Fig. 1: run 1, placement density heat map
8 x 8 tiles, from white (low) to dark blue (high), 0 to 100% covered.
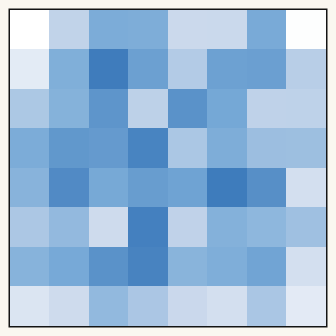
Fig. 2: run 1, placement view
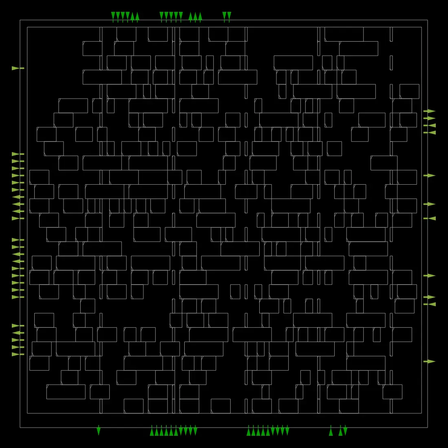
Fig. 3: run 1, M3 wires
Scale bar: 20 um.
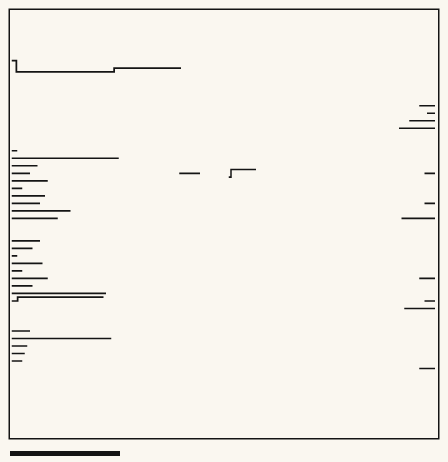
Fig. 4: run 1, sequential cells coloured by netlist name
Scale bar: 20 um. Other sequential cells in the stronger grey, the rest of the logic in the fainter grey.
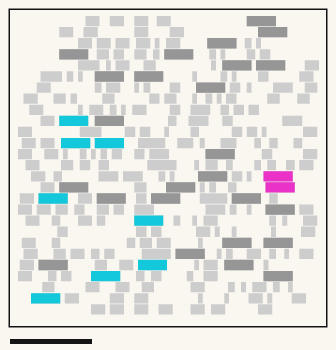
==> config.mk <==
export PLATFORM = sky130hd
export DESIGN_NAME = mem_rw_arbiter
export DESIGN_NICKNAME = d
export VERILOG_FILES = /design/src/rtl/rw_pkg.sv /design/src/rtl/rr_arbiter.sv /design/src/rtl/mem_rw_arbiter.sv
export SDC_FILE = /design/constraint.sdc
export NUM_CORES = 1
export LEC_CHECK = 0
export CAP_MARGIN = 15
export CELL_PAD_IN_SITES_DETAIL_PLACEMENT = 1
export CELL_PAD_IN_SITES_GLOBAL_PLACEMENT = 1
export CORE_UTILIZATION = 26
export CTS_BUF_LIST = sky130_fd_sc_hd__clkbuf_8
export CTS_CLUSTER_SIZE = 30
export DETAILED_ROUTE_END_ITERATION = 10
export PLACE_DENSITY_LB_ADDON = 0.1
export SLEW_MARGIN = 0
export SYNTH_ARGS = -nofsm -noshare
export SYNTH_HDL_FRONTEND = slang
export SYNTH_HIERARCHICAL = 1
export SYNTH_SLANG_ARGS = --single-unit
export TNS_END_PERCENT = 5
==> constraint.sdc <==
create_clock -name clk -period 2.04 [get_ports clk]
set_clock_uncertainty 0.2 [all_clocks]
set_input_delay 0.408 -clock clk [delete_from_list [all_inputs] [get_ports clk]]
set_output_delay 0.408 -clock clk [all_outputs]
set_load 0.01 [all_outputs]
==> impl_metrics.json <==
{
  "status": "complete, no violations",
  "grt_antenna_before_repair": 0,
  "edf_count": 0,
  "cts_tree": "built",
  "row_count": 27,
  "hold_violations": 0,
  "h-tree-depth": 2,
  "die_w_um": 77.5,
  "drt_iter0_markers": 21,
  "cts-root-buf": "clkbuf_8",
  "clkSinkCount": 35,
  "fp.dieH_um": 77.5,
  "place_congestion": 0.738,
  "ys_area_um2": 1480,
  "ys_sh_xor_pct": 0,
  "maxSlewViolCount": 0,
  "hpwl_um": 3180,
  "avgSynthCellArea_um2": 8.67,
  "ys_sh_simple_pct": 29.8,
  "min_path_type": "reg2reg",
  "yosys.stat.seqShare_pct": 47.3,
  "startpoint_type": "primary input",
  "synthTopCellsByArea": "dfxtp_1 (47%), nand2_1 (6.6%), nor3b_1 (5.6%), a21oi_1 (5.1%), a211o_1 (4.7%)",
  "top_area_share_pct": 47.3,
  "syn_nets": 218,
  "worst-r2r-cell-count": 7,
  "endpoint_kind": "flip-flop",
  "dr.pass1.iters": 6,
  "reg2reg_slack_ns": 0.18,
  "top_cell": "dfxtp_1",
  "ys_sh_adder_pct": 0,
  "ys_types": 25,
  "track_usage_pct": 15.0,
  "ys.flops": 35,
  "fin_crit_sh_pct": 94.2,
  "first_global_vias": 1553,
  "power.density_nw_per_um2": 694,
  "grtUsageMet2_pct": 25.0,
  "ant_nets": 0,
  "slowest_delay_ns": 0.25,
  "syn_inst": 171,
  "area_delta_synth_final_pct": 72.4,
  "gr-total-overflow": 0,
  "ff_type": "dfxtp_1",
  "path_class": "in2reg",
  "mux_area_share_pct": 0,
  "hold_depth": 2,
  "portBuffers": 74,
  "rsz0062_at_grt": "no",
  "clkTransAtPathRegs_ns": 0.07,
  "tns_ns": 0,
  "max_clock_freq_mhz": 520,
  "cp_data_arrival_time_ns": 1.90,
  "drc": 0,
  "layout-drive-gt1-share_pct": 14.5,
  "p_leak_nw": 1.03,
  "cap_violations": 0,
  "synth_area_leader_cell": "dfxtp_1",
  "peakVddDrop_uv": 325,
  "async_flop_share_pct": 0,
  "antenna_cells_inserted": 0,
  "syn-cell-area_um2": 1480,
  "worst_path_max_delay_cell": "a211o_1",
  "cts_buffers": 5,
  "crit_chain": "dlygate4sd2_1 -> nor2b_4 -> or2_1 -> buf_4 -> nor3b_4 -> buf_4 -> and3_1 -> a211o_1",
  "setup_violations": 0,
  "wl_per_cell_um": 13.4
}
Notes on Fig. 1 above:
nearly empty tiles = 3.1%
fullest tile = 69%
mean over tiles = 41%
Initial Util: 26.9%
Finished Core Util: 46.4%
core area: 5510 um^2

Notes on Fig. 2 above:
FILL cells: 642
seq_cells: 35
n_taps: 72
Cell Count, Final, Fillers Out: 328

Notes on Fig. 3 above:
nets with wire on the layer = 37
wire length on this layer = 228 um
vias: 1528
GR Util met3: 4.00%
WL final: 4400 um

Notes on Fig. 4 above:
cyan -> `mem_wdata`  # flops 8
magenta -> `mem_instr`  # flops 2
Seq/total area: 27.4%
Reg area: 701 um^2
Sequential Power: 0.763 mW

==> run 1: cell type report <==
cell class	instances	area [um^2]	area share, %
sequential	35	701	27.4
tap	72	90.1	3.52
multi-input combinational	120	756	29.6
inverter	1	3.75	0.147
clock buffer	7	96.3	3.77
clock inverter	1	7.51	0.294
timing repair buffer	92	902	35.3
==> run 1: timing repair <==
action / 4_1_cts / 5_1_grt
pin swaps: 0 / 1
gates cloned: 1 / 0
setup buffers: 0 / 1
endpoints found under the setup margin: 22 / 6
gates resized: 13 / 0
==> run 1: critical path: cells and delay by family <==
| kind | cells | cell delay, ns |
|---|---|---|
| buf+inv | 3 | 0.55 |
| compound gates | 1 | 0.25 |
| simple gates | 4 | 0.68 |
==> run 1: logic make-up after synthesis <==
logic type	count (synthesis)
AND-OR/OR-AND	37
buffers and inverters	16
flip-flops	35
AND/OR/NAND/NOR	83
==> run 1: layout by cell type, fill, tap and decap left out <==
| cell | synthesis | layout |
|---|---|---|
| or2_2 | 2 | 2 |
| or3b_4 | 0 | 1 |
| nand2_1 | 26 | 26 |
| dfxtp_1 | 35 | 35 |
| nor2_1 | 12 | 12 |
| inv_1 | 1 | 1 |
| a22o_1 | 2 | 2 |
| a21boi_1 | 3 | 3 |
| and3_1 | 8 | 8 |
| nand2b_1 | 1 | 1 |
| nor3_1 | 10 | 10 |
| dlygate4sd2_1 | 0 | 2 |
| buf_4 | 0 | 15 |
| nand4_1 | 2 | 2 |
| clkbuf_8 | 0 | 7 |
| or2_1 | 1 | 1 |
| nor3b_4 | 1 | 2 |
| buf_6 | 1 | 1 |
| nor3b_1 | 11 | 10 |
| a21oi_1 | 15 | 15 |
| buf_12 | 0 | 2 |
| nor2b_2 | 0 | 1 |
| a211o_1 | 8 | 8 |
| clkinvlp_4 | 0 | 1 |
| a311oi_1 | 1 | 1 |
| nand3b_1 | 1 | 1 |
| a221oi_2 | 0 | 3 |
| nor2b_4 | 0 | 2 |
| clkdlybuf4s50_1 | 0 | 72 |
| a221oi_1 | 8 | 5 |
| nor2b_1 | 7 | 4 |
==> run 1: stage by stage <==
| stage | power (mW) | cells | setup slack [ns] | instance area, um^2 |
|---|---|---|---|---|
| final | 1.77 | 328 | 0.118 | 2560 |
| after global routing | 1.87 | 328 | 0.0728 | 2560 |
| after CTS | 1.81 | 328 | 0.0111 | 2580 |
| after detailed placement | 1.21 | 319 | -0.550 | 2400 |
| after global placement | 1.21 | 319 | -0.542 | 2400 |
| after floorplan | 0.962 | 171 | 0.0759 | 1480 |
==> run 1: report_power, final <==
group / total, mW / internal, mW / switching [mW]
registers: 0.763 / 0.736 / 0.0269
clock network: 0.556 / 0.307 / 0.249
logic: 0.456 / 0.267 / 0.188
==> run 1: metal layers <==
metal / vias up / part of all wire (%)
li1: 770 / -
met1: 718 / 46
met2: 38 / 48
met3: 2 / 5.2
met4: 0 / 0.43
met5: - / 0
Power figures rest on the tool's default switching activity, not on a simulated workload.
